Figure 1. Met3 routing.
Bar = 20 um.
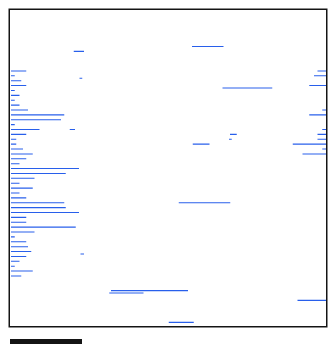
Figure 2. Zoomed window.
Window x 24 to 64, y 6 to 46 um. Cells in gray, sequential cells in the stronger gray; small squares are vias.
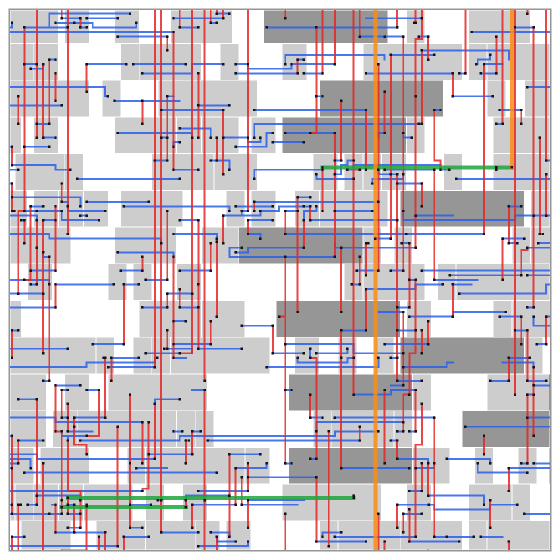
Figure 3. Cell outlines without signal wires.
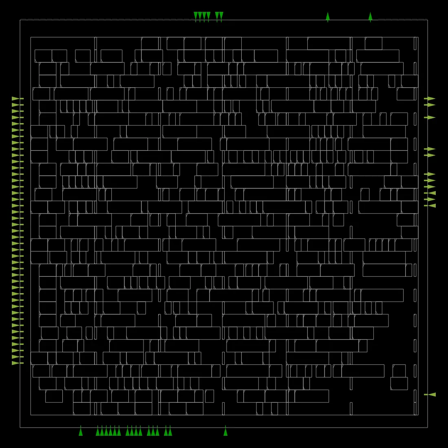
Figure 4. Clock network drawn from the DEF.
Bar = 20 um.
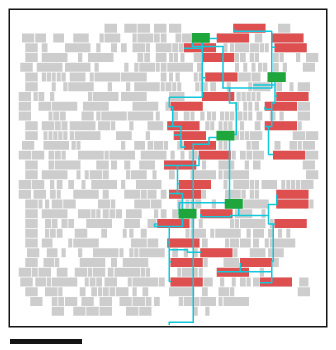
Figure 5. Metal layers overlaid.
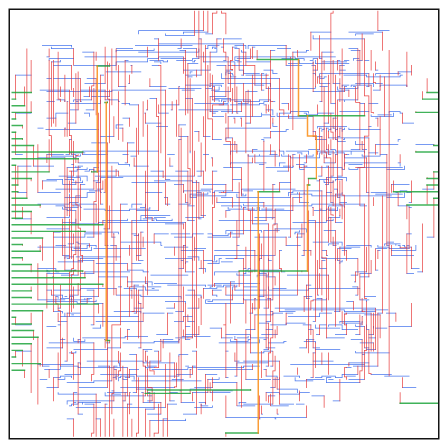
===== src/rtl/bit_population_counter_pipe_pkg.sv =====
// popcnt_pkg: width helpers shared by the popcount pipeline
package popcnt_pkg;
  function automatic int cnt_width(int w);
    return $clog2(w + 1);
  endfunction
  function automatic int n_chunks(int w, int c);
    return (w + c - 1) / c;
  endfunction
endpackage


===== src/rtl/bit_population_counter_pipe_if.sv =====
// bit_population_counter_pipe_if: input stream plus count stream with valid/ready
interface bit_population_counter_pipe_if
  import popcnt_pkg::*;
#(parameter int WIDTH = 32);
  localparam int CNT_W = cnt_width(WIDTH);
  logic [WIDTH-1:0] data_i;
  logic [WIDTH-1:0] mask_i;
  logic invert_i;
  logic data_val_i;
  logic data_rdy_o;
  logic [CNT_W-1:0] data_o;
  logic zero_o;
  logic full_o;
  logic parity_o;
  logic data_val_o;
  logic data_rdy_i;
  modport master (
    output data_i, mask_i, invert_i, data_val_i, data_rdy_i,
    input data_rdy_o, data_o, zero_o, full_o, parity_o, data_val_o
  );
  modport slave (
    input data_i, mask_i, invert_i, data_val_i, data_rdy_i,
    output data_rdy_o, data_o, zero_o, full_o, parity_o, data_val_o
  );
endinterface


===== src/rtl/bit_population_counter_pipe_chunk.sv =====
// popcnt_chunk: combinational set-bit count of one CHUNK-bit slice
module popcnt_chunk
  import popcnt_pkg::*;
#(parameter int CHUNK = 8) (
  input  logic [CHUNK-1:0] bits,
  output logic [cnt_width(CHUNK)-1:0] cnt
);
  localparam int PW = cnt_width(CHUNK);
  always_comb begin
    cnt = '0;
    for (int i = 0; i < CHUNK; i++) cnt = cnt + PW'(bits[i]);
  end
endmodule


===== src/rtl/bit_population_counter_pipe.sv =====
// bit_population_counter_pipe: two-stage chunked popcount with valid/ready on both sides
module bit_population_counter_pipe
  import popcnt_pkg::*;
#(
  parameter int WIDTH = 32,
  parameter int CHUNK = 8
) (
  input logic clk_i,
  input logic rst_n_i,
  bit_population_counter_pipe_if.slave bus
);
  localparam int CNT_W = cnt_width(WIDTH);
  localparam int NCHUNK = n_chunks(WIDTH, CHUNK);
  localparam int PW = cnt_width(CHUNK);
  localparam int PADW = NCHUNK * CHUNK;
  logic [PADW-1:0] w;
  logic [PW-1:0] part [NCHUNK];
  logic [PW-1:0] s1_part [NCHUNK];
  logic [CNT_W-1:0] mcnt, s1_mcnt, sum;
  logic s1_val, s1_en, s2_en, accept;
  // the tail chunk sees zeros above WIDTH
  assign w = PADW'((bus.data_i ^ {WIDTH{bus.invert_i}}) & bus.mask_i);
  for (genvar g = 0; g < NCHUNK; g++) begin : g_chunk
    popcnt_chunk #(.CHUNK(CHUNK)) u_chunk (.bits(w[g*CHUNK +: CHUNK]), .cnt(part[g]));
  end
  popcnt_chunk #(.CHUNK(WIDTH)) u_mask (.bits(bus.mask_i), .cnt(mcnt));
  always_comb begin
    sum = '0;
    for (int i = 0; i < NCHUNK; i++) sum = sum + CNT_W'(s1_part[i]);
  end
  assign s2_en = !bus.data_val_o || bus.data_rdy_i;
  assign s1_en = !s1_val || s2_en;
  assign accept = bus.data_val_i && s1_en;
  assign bus.data_rdy_o = s1_en;
  always_ff @(posedge clk_i or negedge rst_n_i) begin
    if (!rst_n_i) begin
      s1_val <= 1'b0;
      s1_part <= '{default: '0};
      s1_mcnt <= '0;
      bus.data_val_o <= 1'b0;
      bus.data_o <= '0;
      bus.zero_o <= 1'b0;
      bus.full_o <= 1'b0;
      bus.parity_o <= 1'b0;
    end else begin
      if (s1_en) begin
        s1_val <= accept;
        if (accept) begin
          s1_part <= part;
          s1_mcnt <= mcnt;
        end
      end
      if (s2_en) begin
        bus.data_val_o <= s1_val;
        if (s1_val) begin
          bus.data_o <= sum;
          bus.zero_o <= sum == '0;
          bus.full_o <= sum == s1_mcnt;
          bus.parity_o <= sum[0];
        end
      end
    end
  end
endmodule


===== src/flat_wrapper.sv =====
// flat-port wrapper written by rule: the top's interface ports become plain ports
module bit_population_counter_pipe_flat import popcnt_pkg::*;
#(
  parameter int WIDTH = 32,
  parameter int CHUNK = 8
)
  (clk_i, rst_n_i, bus_data_i, bus_mask_i, bus_invert_i, bus_data_val_i, bus_data_rdy_i, bus_data_rdy_o, bus_data_o, bus_zero_o, bus_full_o, bus_parity_o, bus_data_val_o);
  bit_population_counter_pipe_if #(.WIDTH(WIDTH)) bus_i ();
  input logic clk_i;
  input logic rst_n_i;
  input wire logic [$bits(bus_i.data_i)-1:0] bus_data_i;
  input wire logic [$bits(bus_i.mask_i)-1:0] bus_mask_i;
  input wire logic [$bits(bus_i.invert_i)-1:0] bus_invert_i;
  input wire logic [$bits(bus_i.data_val_i)-1:0] bus_data_val_i;
  input wire logic [$bits(bus_i.data_rdy_i)-1:0] bus_data_rdy_i;
  output wire logic [$bits(bus_i.data_rdy_o)-1:0] bus_data_rdy_o;
  output wire logic [$bits(bus_i.data_o)-1:0] bus_data_o;
  output wire logic [$bits(bus_i.zero_o)-1:0] bus_zero_o;
  output wire logic [$bits(bus_i.full_o)-1:0] bus_full_o;
  output wire logic [$bits(bus_i.parity_o)-1:0] bus_parity_o;
  output wire logic [$bits(bus_i.data_val_o)-1:0] bus_data_val_o;
  assign bus_i.data_i = bus_data_i;
  assign bus_i.mask_i = bus_mask_i;
  assign bus_i.invert_i = bus_invert_i;
  assign bus_i.data_val_i = bus_data_val_i;
  assign bus_i.data_rdy_i = bus_data_rdy_i;
  assign bus_data_rdy_o = bus_i.data_rdy_o;
  assign bus_data_o = bus_i.data_o;
  assign bus_zero_o = bus_i.zero_o;
  assign bus_full_o = bus_i.full_o;
  assign bus_parity_o = bus_i.parity_o;
  assign bus_data_val_o = bus_i.data_val_o;
  bit_population_counter_pipe #(.WIDTH(WIDTH), .CHUNK(CHUNK)) u_core (.clk_i(clk_i), .rst_n_i(rst_n_i), .bus(bus_i));
endmodule

===== config.mk =====
export PLATFORM = sky130hd
export DESIGN_NAME = bit_population_counter_pipe_flat
export DESIGN_NICKNAME = d
export VERILOG_FILES = /design/src/rtl/bit_population_counter_pipe_pkg.sv /design/src/rtl/bit_population_counter_pipe_if.sv /design/src/rtl/bit_population_counter_pipe_chunk.sv /design/src/rtl/bit_population_counter_pipe.sv /design/src/flat_wrapper.sv
export SDC_FILE = /design/constraint.sdc
export NUM_CORES = 1
export LEC_CHECK = 0
export ABC_AREA = 1
export CAP_MARGIN = 25
export CORE_MARGIN = 2
export CORE_UTILIZATION = 50
export CTS_CLUSTER_SIZE = 8
export DETAILED_ROUTE_END_ITERATION = 12
export PLACE_DENSITY_LB_ADDON = 0.08
export SYNTH_ARGS = -nofsm -noshare
export SYNTH_HDL_FRONTEND = slang
export SYNTH_SLANG_ARGS = --single-unit

===== constraint.sdc =====
create_clock -name clk_i -period 6.6 [get_ports clk_i]
set_input_delay 0.99 -clock clk_i [delete_from_list [all_inputs] [get_ports clk_i]]
set_output_delay 0.99 -clock clk_i [all_outputs]
set_load 0.01 [all_outputs]

==> results.toml <==
# flow metrics
[yosys]
synthTopCellsByArea = "sky130_fd_sc_hd__fa_1 26%, sky130_fd_sc_hd__dfrtp_1 23%, sky130_fd_sc_hd__inv_1 11%, sky130_fd_sc_hd__ha_1 9.6%, sky130_fd_sc_hd__nand2_1 7.7%"
synth_top_cell_by_area = "sky130_fd_sc_hd__fa_1"
post_synth_instance_area_um2 = 3530
post_synth_most_frequent_cells = "101 x sky130_fd_sc_hd__inv_1, 72 x sky130_fd_sc_hd__nand2_1, 46 x sky130_fd_sc_hd__fa_1"
synthesis.area_per_instance_um2 = 8.37
yosys-stat-cells = 422
synth.net_count = 564
yosys_warning_tally = 0

[floorplanning]
floorplan.core_area_um2 = 6830
die_h_um = 88.0
floorplan_die_width_um = 88.0

[critical_path]
rrSetupSlack_ns = 3.49
max_stage_delay_ns = 0.55
worst_r2r_endpoint = "u_core.bus.full_o$_DFFE_PN0P_"
crit_end = "u_core.s1_mcnt[4]$_DFFE_PN0P_"

[cells_and_area]
buffer_area_frac = 0.178
num-nets-final = 639
largest_register_ff_count = 16
multiInputCombCellCount = 276

[clocking]
clkLatencyLatePin_ns = 0.28
cts_max_level = 2

[global_route]
globalRouteMet3Util = 0.0358
grt_pass1_vias = 2830
grt_pass1_wl_mm = 12.4
groute.layer.met2.usage = 0.395
overall_global_routing_resource_usage = 0.210
grt_max_degree = 57
number_of_antenna_violations_at_the_first_check_in_global_routing = 0

[worst_hold_path]
worst_hold_class = "reg -> reg"

[route]
detail_route.wl_per_cell_um = 12.3
dr_total_vias = 2786
drt_drc_violations_left = 0
detail_route.iter0.violations = 116

[timing]
fmaxAchievable_ghz = 0.185
tightestPinTransition_ns = 0.895
timing.setup.tns_ns = 0

[power_and_ir_drop]
power.total_mw = 1.73

[outcome]
status = "completed"
Notes on Figure 1 above:
61 nets have wire on it. The wires run mostly horizontal. The layer carries 368 um of wire. The longest straight run is 21.2 um. The layer holds 5.0% of the routed length.

Notes on Figure 2 above:
metal 1: in blue. metal 4: in orange. metal 2: in red. metal 3: in green.
123 logic cells have their middle in the window. Most frequent: inv_1 (28), ha_1 (14), fa_1 (13). Netlist names of flops here include u_core.s1_part (10). Sequential cells in the window: 10.

Notes on Figure 3 above:
final standard cell utilization of the core: 0.653
tapcells inserted: 96

Notes on Figure 4 above:
flip-flops: in red, count 32. clock drivers: in green, count 5. clock wires: in cyan, length 422 um.
There are 6 routed clock nets.

Notes on Figure 5 above:
metal 3: in green, wire length 368 um. metal 2: in red, wire length 3690 um. metal 1: in blue, wire length 3070 um. metal 4: in orange, wire length 164 um.

==> per-stage QoR <==
stage / instance area, um2 / hold slack [ns] / setup slack (ns) / util
floorplan: 3530 / 0.453 / 1.52 / -
detailed placement: 4370 / 0.465 / 0.879 / 0.639
global route: 4460 / 0.510 / 0.998 / 0.653
finish: 4460 / 0.476 / 1.18 / 0.653
CTS: 4460 / 0.482 / 1.19 / 0.653
global placement: 4370 / 0.464 / 0.963 / 0.639
==> power by group <==
group	total [mW]	switching (mW)	internal, mW
Clock	0.160	0.0669	0.0927
Combinational	1.27	0.719	0.551
Sequential	0.301	0.0364	0.264
Total	1.73	0.822	0.908
==> routing by layer <==
layer  share of wire  routed length, um
met4           0.022                164
met2            0.51               3690
met3           0.050                367
met1            0.42               3070
met5               0                  0
Power is estimated from default activity; no workload was simulated.
